Run 1, signal wires on met1:
Supply wires on this layer in grey.
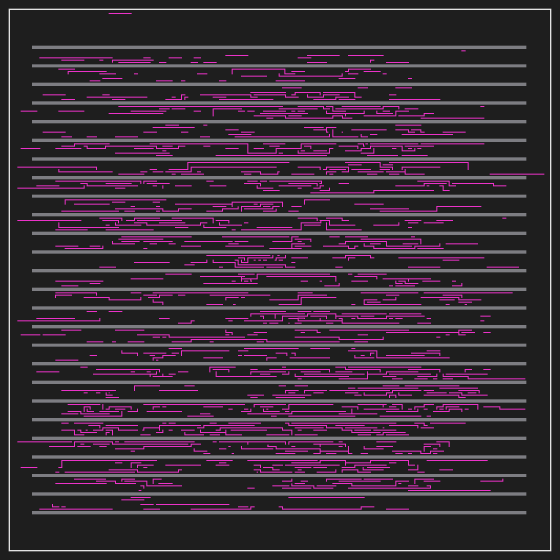
Run 1, floorplan with the power grid:
Pins as bars on the die edge.
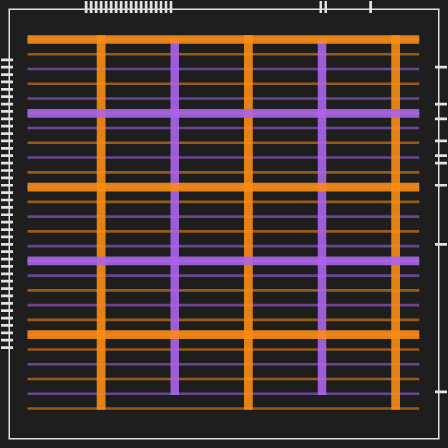
Run 1, register map, names as in the netlist:
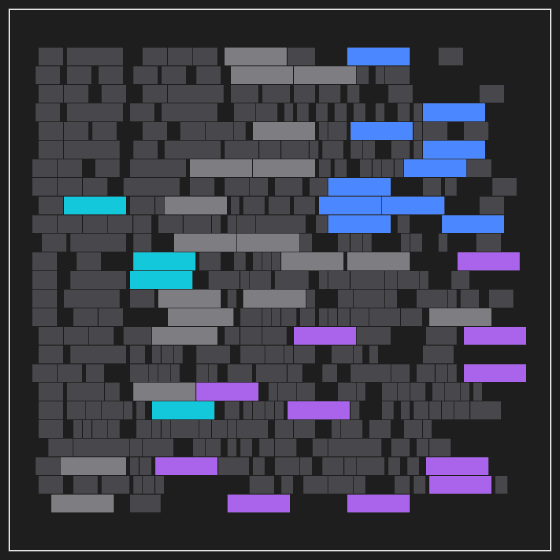
==> src/rtl/led_sched_pkg.sv <==
// rtl/led_sched_pkg.sv - shared types and constants for the LED slot scheduler
package led_sched_pkg;

    typedef enum logic [1:0] {
        ST_IDLE,
        ST_SCAN,
        ST_DRIVE,
        ST_BLANK
    } state_t;

    localparam int CODE_W_DEF = 10;
    localparam int BLANK_CODE = 0;
    localparam int X_MSB      = 2;
    localparam int MAX_LEN    = 3;

    // A run that walks past the last column is blanked rather than carried into the row bits
    function automatic logic col_overflow(input logic [X_MSB:0] col, input logic [1:0] off);
        return (int'(col) + int'(off)) > (2 ** (X_MSB + 1) - 1);
    endfunction

endpackage

==> src/rtl/led_rr_pick.sv <==
// rtl/led_rr_pick.sv - combinational circular priority finder starting after ptr
module led_rr_pick #(
    parameter int N  = 4,
    parameter int IW = (N > 1) ? $clog2(N) : 1
) (
    input  logic [N-1:0]  valid,
    input  logic [IW-1:0] ptr,
    output logic          found,
    output logic [IW-1:0] index
);

    logic [IW-1:0] cand;

    always_comb begin
        found = 1'b0;
        index = '0;
        cand  = '0;
        for (int i = 1; i <= N; i++) begin
            cand = IW'((int'(ptr) + i) % N);
            if (!found && valid[cand]) begin
                found = 1'b1;
                index = cand;
            end
        end
    end

endmodule

==> src/rtl/led_slot_scheduler.sv <==
// rtl/led_slot_scheduler.sv - round-robin time-division driver of the LED code word
// Optional BLANK gap between slots enabled by defining LED_SCHED_BLANK_EN.
module led_slot_scheduler
    import led_sched_pkg::*;
#(
    parameter int NUM_REQ = 4,
    parameter int DWELL   = 2001,
    parameter int CODE_W  = CODE_W_DEF
) (
    input  logic                  CLK,
    input  logic                  RSTn,
    input  logic                  EN,
    input  logic [NUM_REQ-1:0]    REQ_VALID,
    input  logic [NUM_REQ*CODE_W-1:0] REQ_CODE,
    input  logic [NUM_REQ*2-1:0]  REQ_LEN,
    output logic [CODE_W-1:0]     LEDout,
    output logic [NUM_REQ-1:0]    GRANT,
    output logic                  FRAME_DONE
);

    localparam int PW = $clog2(NUM_REQ);
    localparam int DW = $clog2(DWELL);

    state_t             state;
    logic [PW-1:0]      ptr;
    logic [DW-1:0]      dwell;
    logic [1:0]         offset;
    logic [CODE_W-1:0]  lat_code;
    logic [1:0]         lat_len;

    logic               pick_found;
    logic [PW-1:0]      pick_idx;
    logic [CODE_W-1:0]  pick_code;
    logic [1:0]         pick_len_raw;
    logic [1:0]         pick_len;
    logic               dwell_end;
    logic               last_pixel;

    function automatic logic [CODE_W-1:0] pixel(input logic [CODE_W-1:0] code, input logic [1:0] off);
        if (col_overflow(code[X_MSB:0], off))
            return CODE_W'(BLANK_CODE);
        return code + {{(CODE_W-2){1'b0}}, off};
    endfunction

    led_rr_pick #(.N(NUM_REQ), .IW(PW)) u_pick (
        .valid (REQ_VALID),
        .ptr   (ptr),
        .found (pick_found),
        .index (pick_idx)
    );

    assign pick_code    = REQ_CODE[pick_idx*CODE_W +: CODE_W];
    assign pick_len_raw = REQ_LEN[pick_idx*2 +: 2];
    assign pick_len     = (pick_len_raw == 2'd0) ? 2'd1 : pick_len_raw;
    assign dwell_end    = (dwell == DW'(DWELL - 1));
    assign last_pixel   = (offset == lat_len - 2'd1);

    always_ff @(posedge CLK or negedge RSTn) begin
        if (!RSTn) begin
            state      <= ST_IDLE;
            ptr        <= PW'(NUM_REQ - 1);
            dwell      <= '0;
            offset     <= '0;
            lat_code   <= '0;
            lat_len    <= 2'd1;
            LEDout     <= '0;
            GRANT      <= '0;
            FRAME_DONE <= 1'b0;
        end else begin
            FRAME_DONE <= 1'b0;
            if (!EN) begin
                // ptr is kept so a resume continues the rotation
                state  <= ST_IDLE;
                LEDout <= '0;
                GRANT  <= '0;
            end else begin
                case (state)
                    ST_IDLE: begin
                        LEDout <= '0;
                        GRANT  <= '0;
                        state  <= ST_SCAN;
                    end
                    ST_SCAN: begin
                        if (pick_found) begin
                            lat_code   <= pick_code;
                            lat_len    <= pick_len;
                            ptr        <= pick_idx;
                            offset     <= '0;
                            dwell      <= '0;
                            GRANT      <= NUM_REQ'(1) << pick_idx;
                            LEDout     <= pixel(pick_code, 2'd0);
                            FRAME_DONE <= (pick_idx <= ptr);
                            state      <= ST_DRIVE;
                        end else begin
                            LEDout <= '0;
                            GRANT  <= '0;
                        end
                    end
                    ST_DRIVE: begin
                        // Outputs hold on abort until the next pick replaces them
                        if (!REQ_VALID[ptr]) begin
                            state <= ST_SCAN;
                        end else if (!dwell_end) begin
                            dwell <= dwell + DW'(1);
                        end else if (!last_pixel) begin
                            offset <= offset + 2'd1;
                            dwell  <= '0;
                            LEDout <= pixel(lat_code, offset + 2'd1);
                        end else begin
`ifdef LED_SCHED_BLANK_EN
                            state  <= ST_BLANK;
                            LEDout <= '0;
                            GRANT  <= '0;
                            dwell  <= '0;
`else
                            state  <= ST_SCAN;
`endif
                        end
                    end
`ifdef LED_SCHED_BLANK_EN
                    ST_BLANK: begin
                        if (dwell_end)
                            state <= ST_SCAN;
                        else
                            dwell <= dwell + DW'(1);
                    end
`endif
                    default: state <= ST_IDLE;
                endcase
            end
        end
    end

endmodule

==> config.mk <==
export PLATFORM = sky130hd
export DESIGN_NAME = led_slot_scheduler
export DESIGN_NICKNAME = d
export VERILOG_FILES = /design/src/rtl/led_sched_pkg.sv /design/src/rtl/led_rr_pick.sv /design/src/rtl/led_slot_scheduler.sv
export SDC_FILE = /design/constraint.sdc
export NUM_CORES = 1
export LEC_CHECK = 0
export CORE_MARGIN = 3
export CORE_UTILIZATION = 54
export DETAILED_ROUTE_END_ITERATION = 7
export PLACE_DENSITY_LB_ADDON = 0.25
export SYNTH_ARGS = -nofsm -noshare
export SYNTH_HDL_FRONTEND = slang
export SYNTH_HIERARCHICAL = 1
export SYNTH_SLANG_ARGS = --single-unit
==> constraint.sdc <==
create_clock -name CLK -period 4.17 [get_ports CLK]
set_clock_uncertainty 0.2 [all_clocks]
set_input_delay 1.251 -clock CLK [delete_from_list [all_inputs] [get_ports CLK]]
set_output_delay 1.251 -clock CLK [all_outputs]
set_load 0.05 [all_outputs]
==> impl_results.html, run 1 <==
<h2>Implementation results</h2>
<table>
<tr><th>Metric</th><th>Value</th></tr>
<tr><th colspan="2">Finish</th></tr>
<tr><td>Nets@finish</td><td>415</td></tr>
<tr><td>Final Non-Filler Cells</td><td>417</td></tr>
<tr><td>Finished layout cell area</td><td>3700 um^2</td></tr>
<tr><td>Non-clock buffers</td><td>75</td></tr>
<tr><td>Multi-input gates</td><td>205</td></tr>
<tr><td>Layout overhead on the synthesized area</td><td>28.9%</td></tr>
<tr><td>Count of inverters not on the clock network in the layout</td><td>18</td></tr>
<tr><td>Multi-input combinational area share</td><td>0.439</td></tr>
<tr><td>Clock tree cell share of total cell area</td><td>0.0237</td></tr>
<tr><td>Number of clock buffer instances in the layout</td><td>5</td></tr>
<tr><td>Multi-input gate area</td><td>1620 um^2</td></tr>
<tr><td>ANT cells</td><td>0</td></tr>
<tr><td>Most frequent logic cell in the layout</td><td>sky130_fd_sc_hd__clkdlybuf4s50_1</td></tr>
<tr><td>Highest-count cells in the layout ignoring fill and taps</td><td>sky130_fd_sc_hd__clkdlybuf4s50_1, sky130_fd_sc_hd__dfrtp_1, sky130_fd_sc_hd__nand2_1</td></tr>
<tr><td>Total of fill cells in the finished design</td><td>347</td></tr>
<tr><td>Flops</td><td>44</td></tr>
<tr><td>Largest class</td><td>logic gates</td></tr>
<tr><td>Proportion of layout cells with a drive suffix above 1</td><td>0.151</td></tr>
<tr><td>Portion of the layout cell area used by non-clock buffers</td><td>0.198</td></tr>
<tr><th colspan="2">Routing</th></tr>
<tr><td>Pre-antenna DRT Iters</td><td>4</td></tr>
<tr><td>Met3 WL post-DR</td><td>502 um</td></tr>
<tr><td>Routed metal-1 wire length</td><td>2.99 mm</td></tr>
<tr><td>Vias per Instance</td><td>5.95</td></tr>
<tr><td>Highest metal layer used by the detailed router</td><td>met4</td></tr>
<tr><td>Remaining design rule violation count</td><td>0</td></tr>
<tr><td>Routed length on met2</td><td>3.42 mm</td></tr>
<tr><td>Average routed wire per standard cell</td><td>16.8 um</td></tr>
<tr><td>Remaining number of nets flagged by the antenna check after routing</td><td>0</td></tr>
<tr><td>Violation count after the first detailed-routing iteration</td><td>204</td></tr>
<tr><th colspan="2">Logic synthesis</th></tr>
<tr><td>Mean Syn Cell Area</td><td>10.2 um^2</td></tr>
<tr><td>Seq share, synth</td><td>0.385</td></tr>
<tr><td>Synth cell types</td><td>51</td></tr>
<tr><td>FF+latch count, synth</td><td>44</td></tr>
<tr><td>Most area-hungry cell type in the Yosys netlist</td><td>sky130_fd_sc_hd__dfrtp_1</td></tr>
<tr><td>Synth Net Count</td><td>348</td></tr>
<tr><td>Most common cell in the netlist</td><td>sky130_fd_sc_hd__dfrtp_1</td></tr>
<tr><td>Synth async-reset ratio</td><td>1.00</td></tr>
<tr><td>Leading cell types by count after synthesis</td><td>sky130_fd_sc_hd__dfrtp_1, sky130_fd_sc_hd__nand2_1, sky130_fd_sc_hd__inv_1</td></tr>
<tr><td>Area reported by Yosys stat</td><td>2870 um^2</td></tr>
<tr><td>Cell area leaders</td><td>sky130_fd_sc_hd__dfrtp_1, sky130_fd_sc_hd__mux4_2, sky130_fd_sc_hd__ha_1</td></tr>
<tr><td>Most common reg cell</td><td>sky130_fd_sc_hd__dfrtp_1</td></tr>
<tr><td>Share of the synthesized area in the top cell type</td><td>0.358</td></tr>
<tr><td>Instance count of the mapped netlist</td><td>282</td></tr>
<tr><td>Number of flops mapped to enable cells by yosys</td><td>0</td></tr>
<tr><td>Yosys cell count</td><td>282</td></tr>
<tr><td>Post-synthesis instance area</td><td>2870 um^2</td></tr>
<tr><td>Warning count from the yosys run</td><td>6</td></tr>
<tr><th colspan="2">Setup path</th></tr>
<tr><td>Worst path arrival time</td><td>3.41 ns</td></tr>
<tr><td>Last element of the critical path</td><td>LEDout[4]</td></tr>
<tr><td>Worst Setup Path Type</td><td>primary input to register</td></tr>
<tr><td>Length in cells of the worst reg-to-reg path</td><td>8</td></tr>
<tr><td>Launch point of the critical path</td><td>REQ_VALID[3]</td></tr>
<tr><td>Critical path data required time</td><td>4.14 ns</td></tr>
<tr><td>Cell Chain, Critical Path</td><td>clkdlybuf4s50_1 &gt; and2b_1 &gt; a21oi_2 &gt; o221ai_2 &gt; buf_4 &gt; mux4_2 &gt; a22o_1 &gt; nand3_1 &gt; a21oi_1</td></tr>
<tr><td>Beginning of the worst register-to-register path</td><td>offset[0]</td></tr>
<tr><td>Terminus of the critical flop-to-flop path</td><td>LEDout[8]</td></tr>
<tr><td>Levels on crit path</td><td>9</td></tr>
<tr><td>Slowest stage delay, CP</td><td>0.55 ns</td></tr>
<tr><td>Kind of cell with the highest combined delay on the critical path</td><td>buffers and inverters</td></tr>
<tr><td>Critical path buffer and inverter count</td><td>2</td></tr>
<tr><td>FF-to-FF setup slack</td><td>1.54 ns</td></tr>
<tr><td>Cell with the biggest individual delay on the critical path</td><td>sky130_fd_sc_hd__mux4_2</td></tr>
<tr><td>Capturing element type of the critical path</td><td>register</td></tr>
<tr><td>Worst-path maximum fanout</td><td>16</td></tr>
<tr><td>Category of the worst setup path launch point</td><td>primary input</td></tr>
<tr><th colspan="2">Clocking</th></tr>
<tr><td>Number of gates resized after cts</td><td>0</td></tr>
<tr><td>Count of H-tree levels built during CTS</td><td>2</td></tr>
<tr><td>Clock tree from TritonCTS</td><td>built</td></tr>
<tr><td>Number of buffers on the longest clock path</td><td>2</td></tr>
<tr><td>Number of sinks driven by the clock tree</td><td>44</td></tr>
<tr><td>Insertion delay to the later sink of the worst-skew pair</td><td>0.30 ns</td></tr>
<tr><td>Clk root buf</td><td>sky130_fd_sc_hd__clkbuf_8</td></tr>
<tr><td>CTS hold repair buffers</td><td>0</td></tr>
<tr><td>Clock transition at path regs</td><td>0.09 ns</td></tr>
<tr><td>Inserted Clock Buffers</td><td>5</td></tr>
<tr><td>Number of buffers inserted to repair setup after CTS</td><td>0</td></tr>
<tr><th colspan="2">Pwr</th></tr>
<tr><td>Leakage</td><td>1.52 nW</td></tr>
<tr><td>Power density over the cells</td><td>475 nW/um^2</td></tr>
<tr><td>Power after layout</td><td>1.76 mW</td></tr>
<tr><th colspan="2">Global route</th></tr>
<tr><td>Overflow left after global routing</td><td>0</td></tr>
<tr><td>Maximum number of pins on one net before global-route repair</td><td>45</td></tr>
<tr><td>Number of antenna violations at the first check in global routing</td><td>0</td></tr>
<tr><td>Most crowded layer after global routing</td><td>met2</td></tr>
<tr><td>Global router's overall resource usage</td><td>0.233</td></tr>
<tr><td>Global-route wire length before repair</td><td>11.5 mm</td></tr>
<tr><td>Met3 usage in global routing</td><td>0.0408</td></tr>
<tr><td>M2 GR Usage</td><td>0.390</td></tr>
<tr><td>Via count of the first global-routing pass</td><td>2384</td></tr>
<tr><th colspan="2">Floorplan</th></tr>
<tr><td>Core ar.</td><td>4910 um^2</td></tr>
<tr><td>Number of tapcells</td><td>67</td></tr>
<tr><td>Die outline area</td><td>6220 um^2</td></tr>
<tr><td>IO Pins</td><td>70</td></tr>
<tr><td>Width of the die</td><td>78.9 um</td></tr>
<tr><td>Placement Rows</td><td>25</td></tr>
<tr><td>FP Util</td><td>0.584</td></tr>
<tr><th colspan="2">Final timing</th></tr>
<tr><td>Tmin final</td><td>3.44 ns</td></tr>
<tr><td>Final number of max-transition violations</td><td>0</td></tr>
<tr><td>Final worst hold slack</td><td>0.302 ns</td></tr>
<tr><td>Final clock period utilization by the worst path</td><td>0.825</td></tr>
<tr><td>Post-route worst setup slack</td><td>0.730 ns</td></tr>
<tr><td>Final Setup Violations</td><td>0</td></tr>
<tr><td>Number of hold-slack violations in the final timing report</td><td>0</td></tr>
<tr><td>Slew at the pin closest to its max-slew limit</td><td>0.981 ns</td></tr>
<tr><td>Unrepaired setup endpoints after global routing</td><td>no</td></tr>
<tr><td>Total negative slack for setup checks</td><td>0 ns</td></tr>
<tr><td>Slew margin rel.</td><td>0.346</td></tr>
<tr><td>Timing-limited maximum frequency</td><td>291 MHz</td></tr>
<tr><th colspan="2">Min path</th></tr>
<tr><td>Hold path start</td><td>lat_len[0]</td></tr>
<tr><td>Worst min-delay path endpoint</td><td>lat_len[0]</td></tr>
<tr><td>Hold-critical path depth</td><td>2</td></tr>
<tr><td>Classification of the worst-slack hold path</td><td>register to register</td></tr>
<tr><th colspan="2">Placed design</th></tr>
<tr><td>Worst Setup Slack post-DPL</td><td>0.406 ns</td></tr>
<tr><td>Placement-stage cell area</td><td>3610 um^2</td></tr>
<tr><td>Count of input and output buffers</td><td>69</td></tr>
<tr><td>HPWL after detailed placement</td><td>5.31 mm</td></tr>
<tr><td>RePlAce Congestion</td><td>0.798</td></tr>
<tr><td>Placed Instances</td><td>409</td></tr>
<tr><th colspan="2">Outcome</th></tr>
<tr><td>Run status</td><td>completed</td></tr>
<tr><th colspan="2">Job</th></tr>
<tr><td>Tally of OpenROAD warnings</td><td>30</td></tr>
<tr><td>Max Cap Viol</td><td>0</td></tr>
</table>
Notes on 'signal wires on met1' above:
The longest straight run is 23.9 um. 360 nets have wire on it. The wires run mostly horizontal. The layer carries 2990 um of wire. The layer holds 43% of the routed length.
wire length after detailed routing: 7.00 mm
routed vias: 2480
met1 usage: 0.317

Notes on 'floorplan with the power grid' above:
VSS: in orange. VDD: in purple.
5 straps on met5. 70 signal pins sit on the boundary. The core has 25 rows.
Vert. Die Dim: 78.9 um
maximum ir drop on the vdd rail: 323 uV

Notes on 'register map, names as in the netlist' above:
`LEDout`: in blue, placed flops 10. `dwell`: in purple, placed flops 11. `GRANT`: in cyan, placed flops 4, where middle left.
Another 19 sequential cells are not coloured.
Final Core Density: 0.753
sequential cell area: 1100 um^2
Seq area share: 0.299
reported sequential group power: 625 uW

-- run 1: cells by family (layout without fill, tap and decap cells) --
kind of cell / count (synthesis) / in the layout / share of synthesized area
muxes: 31 / 31 / 0.169
DFF: 44 / 44 / 0.385
AOI/OAI and AO/OA: 70 / 70 / 0.172
and+or+nand+nor: 87 / 87 / 0.155
buffers and inverters: 33 / 101 / 0.0493
adders and majority gates: 11 / 11 / 0.0506
xor gates and xnor gates: 6 / 6 / 0.0183
-- run 1: registers in the layout, indices dropped and copies added, names as in the netlist --
signal,count
state,2
offset,2
LEDout,10
ptr,2
lat_len,2
GRANT,4
lat_code,10
FRAME_DONE,1
dwell,11
-- run 1: where the power goes --
group	switching, mW	internal [mW]	total, mW
combinational	0.449	0.412	0.860
sequential	0.0912	0.534	0.625
clock	0.154	0.117	0.271
total	0.694	1.06	1.76
==> run 2: changes to the inputs <==
--- a/config.mk
+++ b/config.mk
@@ -6,7 +6,7 @@
 export NUM_CORES = 1
 export LEC_CHECK = 0
 export CORE_MARGIN = 3
-export CORE_UTILIZATION = 54
+export CORE_UTILIZATION = 45
 export DETAILED_ROUTE_END_ITERATION = 7
 export PLACE_DENSITY_LB_ADDON = 0.25
 export SYNTH_ARGS = -nofsm -noshare
==> constraint.sdc (replaced) <==
create_clock -name CLK -period 2.9 [get_ports CLK]
set_clock_uncertainty 0.2 [all_clocks]
set_input_delay 0.87 -clock CLK [delete_from_list [all_inputs] [get_ports CLK]]
set_output_delay 0.87 -clock CLK [all_outputs]
set_load 0.05 [all_outputs]
Run 2, register map, names as in the netlist:
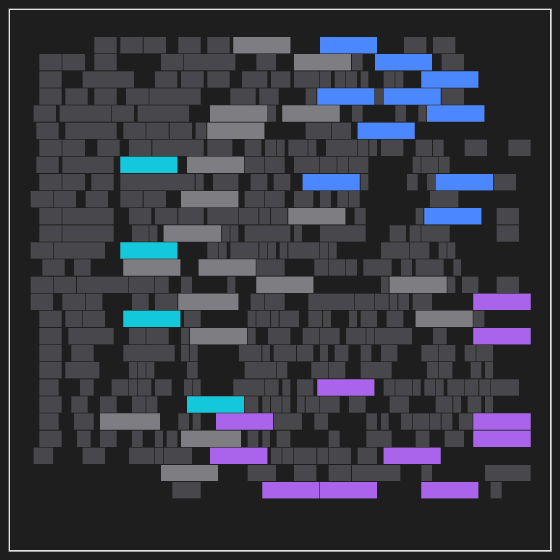
`GRANT`: in cyan, placed flops 4, where middle left. `LEDout`: in blue, placed flops 10, where upper right. `dwell`: in purple, placed flops 11.
Seq area share: 0.281
Final Core Density: 0.649
reported sequential group power: 894 uW

Run 2, floorplan with the power grid:
Pins as bars on the die edge.
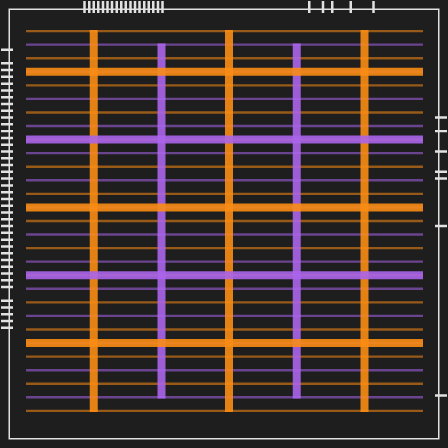
Core ar.: 6060 um^2
Vert. Die Dim: 85.8 um

==> impl_results.html, run 2 <==
<h2>Implementation results</h2>
<table>
<tr><th>Metric</th><th>Value</th></tr>
<tr><th colspan="2">Logic synthesis</th></tr>
<tr><td>Multiplexer share of the synthesized area</td><td>0.169</td></tr>
<tr><td>Warning count from the yosys run</td><td>6</td></tr>
<tr><td>Most common reg cell</td><td>sky130_fd_sc_hd__dfrtp_1</td></tr>
<tr><td>Post-synthesis share of cell area spent on and-or and or-and gates</td><td>0.172</td></tr>
<tr><td>Leading cell types by count after synthesis</td><td>sky130_fd_sc_hd__dfrtp_1, sky130_fd_sc_hd__nand2_1, sky130_fd_sc_hd__inv_1</td></tr>
<tr><td>Synth Net Count</td><td>348</td></tr>
<tr><td>Adder Share, Synth</td><td>0.0506</td></tr>
<tr><td>Post-synthesis instance area</td><td>2870 um^2</td></tr>
<tr><td>FF+latch count, synth</td><td>44</td></tr>
<tr><td>Top comb family, area</td><td>AND-OR/OR-AND gates</td></tr>
<tr><td>Instance count of the mapped netlist</td><td>282</td></tr>
<tr><td>Synth async-reset ratio</td><td>1.00</td></tr>
<tr><td>Xor-xnor portion of the synthesized cell area</td><td>0.0183</td></tr>
<tr><td>Most common cell in the netlist</td><td>sky130_fd_sc_hd__dfrtp_1</td></tr>
<tr><td>Area reported by Yosys stat</td><td>2870 um^2</td></tr>
<tr><td>Cell area leaders</td><td>sky130_fd_sc_hd__dfrtp_1, sky130_fd_sc_hd__mux4_2, sky130_fd_sc_hd__ha_1</td></tr>
<tr><td>Most area-hungry cell type in the Yosys netlist</td><td>sky130_fd_sc_hd__dfrtp_1</td></tr>
<tr><td>Mean Syn Cell Area</td><td>10.2 um^2</td></tr>
<tr><td>Number of flops mapped to enable cells by yosys</td><td>0</td></tr>
<tr><td>Share of the synthesized area in the top cell type</td><td>0.358</td></tr>
<tr><th colspan="2">Setup path</th></tr>
<tr><td>Last element of the critical path</td><td>LEDout[9]</td></tr>
<tr><td>Levels on crit path</td><td>10</td></tr>
<tr><td>Category of the worst setup path launch point</td><td>primary input</td></tr>
<tr><td>FF-to-FF setup slack</td><td>0.35 ns</td></tr>
<tr><td>Terminus of the critical flop-to-flop path</td><td>LEDout[9]</td></tr>
<tr><td>Launch point of the critical path</td><td>REQ_VALID[2]</td></tr>
<tr><td>Worst-path maximum fanout</td><td>7</td></tr>
<tr><td>Kind of cell with the highest combined delay on the critical path</td><td>buffers and inverters</td></tr>
<tr><td>Length in cells of the worst reg-to-reg path</td><td>9</td></tr>
<tr><td>Slowest stage delay, CP</td><td>0.53 ns</td></tr>
<tr><td>Worst path arrival time</td><td>2.79 ns</td></tr>
<tr><td>Cell Chain, Critical Path</td><td>dlygate4sd2_1 &gt; and2b_1 &gt; a21oi_2 &gt; o221ai_2 &gt; buf_4 &gt; buf_12 &gt; mux4_2 &gt; a22o_1 &gt; nand3_1 &gt; a21oi_1</td></tr>
<tr><td>Critical path data required time</td><td>2.87 ns</td></tr>
<tr><td>Beginning of the worst register-to-register path</td><td>ptr[1]</td></tr>
<tr><td>Critical path buffer and inverter count</td><td>3</td></tr>
<tr><th colspan="2">Global route</th></tr>
<tr><td>M2 GR Usage</td><td>0.332</td></tr>
<tr><td>Global-route wire length before repair</td><td>11.9 mm</td></tr>
<tr><td>Global router's overall resource usage</td><td>0.202</td></tr>
<tr><td>Maximum number of pins on one net before global-route repair</td><td>45</td></tr>
<tr><td>Met3 usage in global routing</td><td>0.0471</td></tr>
<tr><td>Number of antenna violations at the first check in global routing</td><td>0</td></tr>
<tr><td>Via count of the first global-routing pass</td><td>2524</td></tr>
<tr><td>Overflow left after global routing</td><td>0</td></tr>
<tr><td>Met1 usage</td><td>0.272</td></tr>
<tr><th colspan="2">Final timing</th></tr>
<tr><td>Final Setup Violations</td><td>0</td></tr>
<tr><td>Post-route worst setup slack</td><td>0.0787 ns</td></tr>
<tr><td>Unrepaired setup endpoints after global routing</td><td>no</td></tr>
<tr><td>Timing-limited maximum frequency</td><td>354 MHz</td></tr>
<tr><td>Slew margin rel.</td><td>0.601</td></tr>
<tr><td>Number of hold-slack violations in the final timing report</td><td>0</td></tr>
<tr><td>Total negative slack for setup checks</td><td>0 ns</td></tr>
<tr><td>Final worst hold slack</td><td>0.290 ns</td></tr>
<tr><td>Slew at the pin closest to its max-slew limit</td><td>0.581 ns</td></tr>
<tr><td>Final number of max-transition violations</td><td>0</td></tr>
<tr><td>Final clock period utilization by the worst path</td><td>0.973</td></tr>
<tr><th colspan="2">Finish</th></tr>
<tr><td>Highest-count cells in the layout ignoring fill and taps</td><td>sky130_fd_sc_hd__clkdlybuf4s50_1, sky130_fd_sc_hd__dfrtp_1, sky130_fd_sc_hd__nand2_1</td></tr>
<tr><td>Total of fill cells in the finished design</td><td>510</td></tr>
<tr><td>Nets@finish</td><td>435</td></tr>
<tr><td>Proportion of layout cells with a drive suffix above 1</td><td>0.197</td></tr>
<tr><td>Layout overhead on the synthesized area</td><td>37.1%</td></tr>
<tr><td>Finished layout cell area</td><td>3930 um^2</td></tr>
<tr><td>Register with the most flip-flops</td><td>dwell</td></tr>
<tr><td>ANT cells</td><td>0</td></tr>
<tr><th colspan="2">Routing</th></tr>
<tr><td>Vias per Instance</td><td>5.63</td></tr>
<tr><td>Wire length after detailed routing</td><td>7.02 mm</td></tr>
<tr><td>Pre-antenna DRT Iters</td><td>4</td></tr>
<tr><td>Remaining design rule violation count</td><td>0</td></tr>
<tr><td>Routed vias</td><td>2507</td></tr>
<tr><td>Average routed wire per standard cell</td><td>15.8 um</td></tr>
<tr><th colspan="2">Clocking</th></tr>
<tr><td>Number of buffers inserted to repair setup after CTS</td><td>1</td></tr>
<tr><td>Number of sinks driven by the clock tree</td><td>44</td></tr>
<tr><td>Clock transition at path regs</td><td>0.08 ns</td></tr>
<tr><td>Inserted Clock Buffers</td><td>5</td></tr>
<tr><td>Clk root buf</td><td>sky130_fd_sc_hd__clkbuf_8</td></tr>
<tr><td>Count of H-tree levels built during CTS</td><td>2</td></tr>
<tr><td>Clock tree from TritonCTS</td><td>built</td></tr>
<tr><td>Number of buffers on the longest clock path</td><td>2</td></tr>
<tr><td>Number of gates resized after cts</td><td>3</td></tr>
<tr><td>CTS hold repair buffers</td><td>0</td></tr>
<tr><th colspan="2">Min path</th></tr>
<tr><td>Worst min-delay path endpoint</td><td>GRANT[0]</td></tr>
<tr><td>Hold path start</td><td>GRANT[0]</td></tr>
<tr><td>Hold-critical path depth</td><td>2</td></tr>
<tr><td>Classification of the worst-slack hold path</td><td>register to register</td></tr>
<tr><th colspan="2">Pwr</th></tr>
<tr><td>Combinational-cell power consumption</td><td>1.38 mW</td></tr>
<tr><td>Net switching fraction of the power</td><td>0.373</td></tr>
<tr><td>Sequential fraction of design power</td><td>0.334</td></tr>
<tr><td>Leakage</td><td>1.65 nW</td></tr>
<tr><td>Cell internal pwr</td><td>1.68 mW</td></tr>
<tr><td>Power density over the cells</td><td>681 nW/um^2</td></tr>
<tr><td>Switching power of the nets</td><td>998 uW</td></tr>
<tr><td>Power share of the clock group</td><td>0.150</td></tr>
<tr><td>Clock net power</td><td>400 uW</td></tr>
<tr><td>Maximum ir drop on the vdd rail</td><td>346 uV</td></tr>
<tr><td>Leading power group</td><td>combinational logic</td></tr>
<tr><td>Power after layout</td><td>2.68 mW</td></tr>
<tr><th colspan="2">Floorplan</th></tr>
<tr><td>Die outline area</td><td>7370 um^2</td></tr>
<tr><th colspan="2">Outcome</th></tr>
<tr><td>Run status</td><td>completed</td></tr>
<tr><th colspan="2">Placed design</th></tr>
<tr><td>Worst Setup Slack post-DPL</td><td>-0.372 ns</td></tr>
<tr><td>Placement-stage cell area</td><td>3800 um^2</td></tr>
<tr><td>RePlAce Congestion</td><td>0.774</td></tr>
<tr><td>HPWL after detailed placement</td><td>5.46 mm</td></tr>
<tr><td>Placed Instances</td><td>435</td></tr>
<tr><th colspan="2">Job</th></tr>
<tr><td>Tally of OpenROAD warnings</td><td>30</td></tr>
<tr><td>Max Cap Viol</td><td>0</td></tr>
</table>
Run 2, gate families picked out:
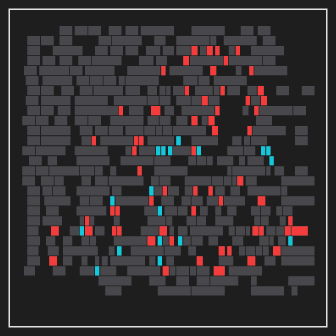
inverters: in cyan, cells 18, most used inv_1. NAND gates: in red, cells 60, most used nand2_1.
multi-input combinational area share: 0.412
Final Non-Filler Cells: 445
most frequent logic cell in the layout: sky130_fd_sc_hd__clkdlybuf4s50_1

==> run 2: cell types whose count changed in the layout (fill, tap and decap cells not counted), sizes merged <==
cell	change
clkinv	-1
clkdlybuf4s50	-3
dlygate4sd2	+3
clkbuf	+1
bufbuf	+1
buf	+19
==> run 2: metal layers <==
metal / share of wire / wire (um)
met5: 0 / 0
met4: 0.0097 / 68
met3: 0.049 / 342
met2: 0.48 / 3380
met1: 0.46 / 3220
==> run 2: area by class of cell <==
cell class | count | area, um^2 | share of cell area
Inverter | 18 | 67.6 | 0.0172
Tap cell | 75 | 93.8 | 0.0239
Clock inverter | 2 | 10.0 | 0.00255
Timing Repair Buffer | 95 | 952 | 0.242
Multi-Input combinational cell | 205 | 1620 | 0.412
Sequential cell | 44 | 1100 | 0.281
Clock buffer | 6 | 82.6 | 0.0210
==> run 3: changes to the inputs <==
--- a/config.mk
+++ b/config.mk
@@ -6,7 +6,9 @@
 export NUM_CORES = 1
 export LEC_CHECK = 0
 export CORE_MARGIN = 3
-export CORE_UTILIZATION = 45
+export CORE_UTILIZATION = 50
+export CTS_BUF_LIST = sky130_fd_sc_hd__clkbuf_16
+export CTS_CLUSTER_DIAMETER = 30
 export DETAILED_ROUTE_END_ITERATION = 7
 export PLACE_DENSITY_LB_ADDON = 0.25
 export SYNTH_ARGS = -nofsm -noshare
==> constraint.sdc (replaced) <==
create_clock -name CLK -period 2.8 [get_ports CLK]
set_clock_uncertainty 0.2 [all_clocks]
set_input_delay 0.84 -clock CLK [delete_from_list [all_inputs] [get_ports CLK]]
set_output_delay 0.84 -clock CLK [all_outputs]
set_load 0.05 [all_outputs]
Run 3, signal wires on met1:
Supply wires on this layer in grey.
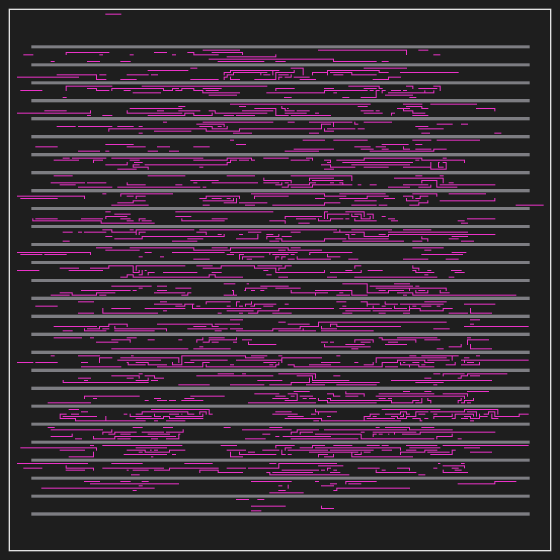
The layer holds 41% of the routed length. 395 nets have wire on it. The layer carries 3280 um of wire. The longest straight run is 21.2 um.
wire length after detailed routing: 7.92 mm
met1 usage: 0.346
routed vias: 2648

Run 3, gate families picked out:
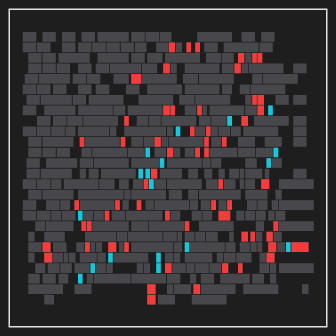
inverters: in cyan, cells 18, most used inv_1. NAND gates: in red, cells 60, most used nand2_1.
multi-input combinational area share: 0.399
Final Non-Filler Cells: 447

==> impl_results.html, run 3 <==
<h2>Implementation results</h2>
<table>
<tr><th>Metric</th><th>Value</th></tr>
<tr><th colspan="2">Finish</th></tr>
<tr><td>Portion of the layout cell area used by non-clock buffers</td><td>0.240</td></tr>
<tr><td>Flops</td><td>44</td></tr>
<tr><td>Number of clock buffer instances in the layout</td><td>5</td></tr>
<tr><td>Largest registers</td><td>dwell x11, LEDout x10, lat_code x10</td></tr>
<tr><td>Number of flip-flops under the largest register name</td><td>11</td></tr>
<tr><td>Multi-input gate area</td><td>1630 um^2</td></tr>
<tr><td>Clock tree cell share of total cell area</td><td>0.0526</td></tr>
<tr><td>Most frequent logic cell in the layout</td><td>sky130_fd_sc_hd__clkdlybuf4s50_1</td></tr>
<tr><td>Register with the most flip-flops</td><td>dwell</td></tr>
<tr><td>Proportion of layout cells with a drive suffix above 1</td><td>0.223</td></tr>
<tr><td>Seq area share</td><td>0.270</td></tr>
<tr><td>Largest class</td><td>logic gates</td></tr>
<tr><td>Total of fill cells in the finished design</td><td>373</td></tr>
<tr><td>Multi-input gates</td><td>205</td></tr>
<tr><td>Non-clock buffers</td><td>102</td></tr>
<tr><td>Nets@finish</td><td>442</td></tr>
<tr><td>ANT cells</td><td>0</td></tr>
<tr><td>Layout overhead on the synthesized area</td><td>42.7%</td></tr>
<tr><td>Highest-count cells in the layout ignoring fill and taps</td><td>sky130_fd_sc_hd__clkdlybuf4s50_1, sky130_fd_sc_hd__dfrtp_1, sky130_fd_sc_hd__nand2_1</td></tr>
<tr><td>Count of inverters not on the clock network in the layout</td><td>18</td></tr>
<tr><th colspan="2">Global route</th></tr>
<tr><td>Most crowded layer after global routing</td><td>met2</td></tr>
<tr><td>Maximum number of pins on one net before global-route repair</td><td>24</td></tr>
<tr><td>Number of antenna violations at the first check in global routing</td><td>0</td></tr>
<tr><td>M2 GR Usage</td><td>0.420</td></tr>
<tr><td>Global router's overall resource usage</td><td>0.263</td></tr>
<tr><td>Global-route wire length before repair</td><td>13.3 mm</td></tr>
<tr><th colspan="2">Pwr</th></tr>
<tr><td>Power density over the cells</td><td>806 nW/um^2</td></tr>
<tr><td>Cell internal pwr</td><td>2.16 mW</td></tr>
<tr><td>Net switching fraction of the power</td><td>0.343</td></tr>
<tr><td>Clock net power</td><td>851 uW</td></tr>
<tr><td>Power share of the clock group</td><td>0.258</td></tr>
<tr><td>Sequential fraction of design power</td><td>0.287</td></tr>
<tr><td>Reported sequential group power</td><td>946 uW</td></tr>
<tr><td>Leading power group</td><td>combinational logic</td></tr>
<tr><td>Switching power of the nets</td><td>1.13 mW</td></tr>
<tr><td>Power after layout</td><td>3.30 mW</td></tr>
<tr><td>Combinational-cell power consumption</td><td>1.50 mW</td></tr>
<tr><th colspan="2">Job</th></tr>
<tr><td>Tally of OpenROAD warnings</td><td>30</td></tr>
<tr><th colspan="2">Setup path</th></tr>
<tr><td>Capturing element type of the critical path</td><td>register</td></tr>
<tr><td>Category of the worst setup path launch point</td><td>primary input</td></tr>
<tr><td>Length in cells of the worst reg-to-reg path</td><td>9</td></tr>
<tr><td>Critical path data required time</td><td>2.75 ns</td></tr>
<tr><td>Cell with the biggest individual delay on the critical path</td><td>sky130_fd_sc_hd__mux4_2</td></tr>
<tr><td>Beginning of the worst register-to-register path</td><td>ptr[1]</td></tr>
<tr><td>Launch point of the critical path</td><td>REQ_VALID[1]</td></tr>
<tr><td>Slowest stage delay, CP</td><td>0.35 ns</td></tr>
<tr><td>FF-to-FF setup slack</td><td>0.25 ns</td></tr>
<tr><td>Terminus of the critical flop-to-flop path</td><td>LEDout[2]</td></tr>
<tr><td>Worst-path maximum fanout</td><td>14</td></tr>
<tr><td>Levels on crit path</td><td>10</td></tr>
<tr><td>Worst Setup Path Type</td><td>primary input to register</td></tr>
<tr><td>Last element of the critical path</td><td>LEDout[2]</td></tr>
<tr><td>Worst path arrival time</td><td>2.62 ns</td></tr>
<tr><td>Kind of cell with the highest combined delay on the critical path</td><td>AND-OR/OR-AND gates</td></tr>
<tr><td>Cell Chain, Critical Path</td><td>dlygate4sd2_1 &gt; buf_4 &gt; a21oi_1 &gt; a31oi_1 &gt; a21oi_1 &gt; buf_4 &gt; mux4_2 &gt; a22o_1 &gt; nand3_1 &gt; a21oi_1</td></tr>
<tr><th colspan="2">Final timing</th></tr>
<tr><td>Slew margin rel.</td><td>0.641</td></tr>
<tr><td>Slew at the pin closest to its max-slew limit</td><td>0.538 ns</td></tr>
<tr><td>Final Setup Violations</td><td>0</td></tr>
<tr><td>Timing-limited maximum frequency</td><td>375 MHz</td></tr>
<tr><td>Tmin final</td><td>2.67 ns</td></tr>
<tr><td>Final worst hold slack</td><td>0.306 ns</td></tr>
<tr><td>Final clock period utilization by the worst path</td><td>0.953</td></tr>
<tr><td>Unrepaired setup endpoints after global routing</td><td>no</td></tr>
<tr><td>Post-route worst setup slack</td><td>0.133 ns</td></tr>
<tr><td>Number of hold-slack violations in the final timing report</td><td>0</td></tr>
<tr><th colspan="2">Clocking</th></tr>
<tr><td>Number of sinks driven by the clock tree</td><td>44</td></tr>
<tr><td>CTS hold repair buffers</td><td>0</td></tr>
<tr><td>Number of buffers on the longest clock path</td><td>2</td></tr>
<tr><td>Clock tree from TritonCTS</td><td>built</td></tr>
<tr><td>Clk root buf</td><td>sky130_fd_sc_hd__clkbuf_16</td></tr>
<tr><td>Inserted Clock Buffers</td><td>5</td></tr>
<tr><td>Clock transition at path regs</td><td>0.07 ns</td></tr>
<tr><td>Insertion delay to the later sink of the worst-skew pair</td><td>0.29 ns</td></tr>
<tr><th colspan="2">Logic synthesis</th></tr>
<tr><td>Post-synthesis instance area</td><td>2870 um^2</td></tr>
<tr><td>Most area-hungry cell type in the Yosys netlist</td><td>sky130_fd_sc_hd__dfrtp_1</td></tr>
<tr><td>Synth async-reset ratio</td><td>1.00</td></tr>
<tr><td>Share of the synthesized area in the top cell type</td><td>0.358</td></tr>
<tr><td>Yosys cell count</td><td>282</td></tr>
<tr><td>Warning count from the yosys run</td><td>6</td></tr>
<tr><td>FF+latch count, synth</td><td>44</td></tr>
<tr><td>Most common reg cell</td><td>sky130_fd_sc_hd__dfrtp_1</td></tr>
<tr><td>Area reported by Yosys stat</td><td>2870 um^2</td></tr>
<tr><td>Cell area leaders</td><td>sky130_fd_sc_hd__dfrtp_1, sky130_fd_sc_hd__mux4_2, sky130_fd_sc_hd__ha_1</td></tr>
<tr><td>Instance count of the mapped netlist</td><td>282</td></tr>
<tr><td>Synth Net Count</td><td>348</td></tr>
<tr><td>Number of flops mapped to enable cells by yosys</td><td>0</td></tr>
<tr><td>Leading cell types by count after synthesis</td><td>sky130_fd_sc_hd__dfrtp_1, sky130_fd_sc_hd__nand2_1, sky130_fd_sc_hd__inv_1</td></tr>
<tr><td>Seq share, synth</td><td>0.385</td></tr>
<tr><th colspan="2">Placed design</th></tr>
<tr><td>RePlAce Congestion</td><td>0.841</td></tr>
<tr><td>Count of input and output buffers</td><td>69</td></tr>
<tr><td>HPWL after detailed placement</td><td>5.75 mm</td></tr>
<tr><th colspan="2">Min path</th></tr>
<tr><td>Hold-critical path depth</td><td>1</td></tr>
<tr><td>Hold path start</td><td>dwell[9]</td></tr>
<tr><td>Classification of the worst-slack hold path</td><td>register to register</td></tr>
<tr><td>Worst min-delay path endpoint</td><td>dwell[9]</td></tr>
<tr><th colspan="2">Routing</th></tr>
<tr><td>Violation count after the first detailed-routing iteration</td><td>178</td></tr>
<tr><td>Remaining design rule violation count</td><td>0</td></tr>
<tr><td>Routed metal-1 wire length</td><td>3.28 mm</td></tr>
<tr><td>Average routed wire per standard cell</td><td>17.7 um</td></tr>
<tr><td>Remaining number of nets flagged by the antenna check after routing</td><td>0</td></tr>
<tr><td>Vias per Instance</td><td>5.92</td></tr>
<tr><td>Routed length on met2</td><td>3.97 mm</td></tr>
<tr><td>Met3 WL post-DR</td><td>504 um</td></tr>
<tr><td>Pre-antenna DRT Iters</td><td>5</td></tr>
<tr><td>Highest metal layer used by the detailed router</td><td>met4</td></tr>
<tr><th colspan="2">Floorplan</th></tr>
<tr><td>Die outline area</td><td>6680 um^2</td></tr>
<tr><td>FP Util</td><td>0.538</td></tr>
<tr><td>Placement Rows</td><td>26</td></tr>
<tr><td>Number of tapcells</td><td>70</td></tr>
<tr><td>IO Pins</td><td>70</td></tr>
<tr><th colspan="2">Outcome</th></tr>
<tr><td>Run status</td><td>completed</td></tr>
</table>
Run 3, floorplan with the power grid:
Pins as bars on the die edge.
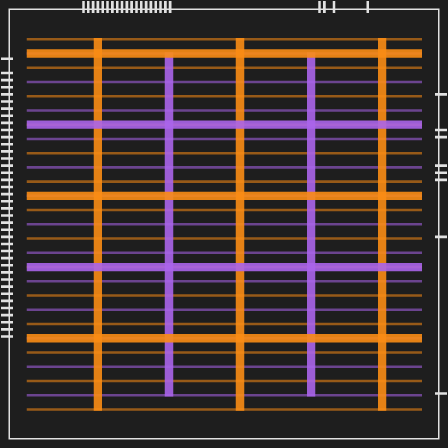
VDD: in purple. VSS: in orange.
5 straps on met5. 27 met1 rails follow the rows. 70 signal pins sit on the boundary.
width of the die: 81.7 um
Vert. Die Dim: 81.7 um
Core ar.: 5340 um^2

run 3: cell counts after synthesis:
No cell type changed its count.
run 3: through the flow:
stage	cells	area (um^2)	util	TNS, ns
global route	447	4090	0.767	0
floorplan	282	2870	-	0
CTS	447	4090	0.767	0
detailed placement	434	3810	0.715	-8.69
global placement	434	3810	0.715	-7.04
finish	447	4090	0.767	0
run 3: cells by family after synthesis:
logic type	Yosys count	synth area share
AOI/OAI and AO/OA	70	0.172
xor gates and xnor gates	6	0.0183
adders and majority gates	11	0.0506
buffers and inverters	33	0.0493
DFF	44	0.385
muxes	31	0.169
and+or+nand+nor	87	0.155
run 3: what timing repair did:
action	CTS	global route
gates resized	6	4
endpoints found under the setup margin	17	11
buffers inserted	4	0
gates cloned	1	0
pin swaps	5	3
Power figures rest on the tool's default switching activity, not on a simulated workload.
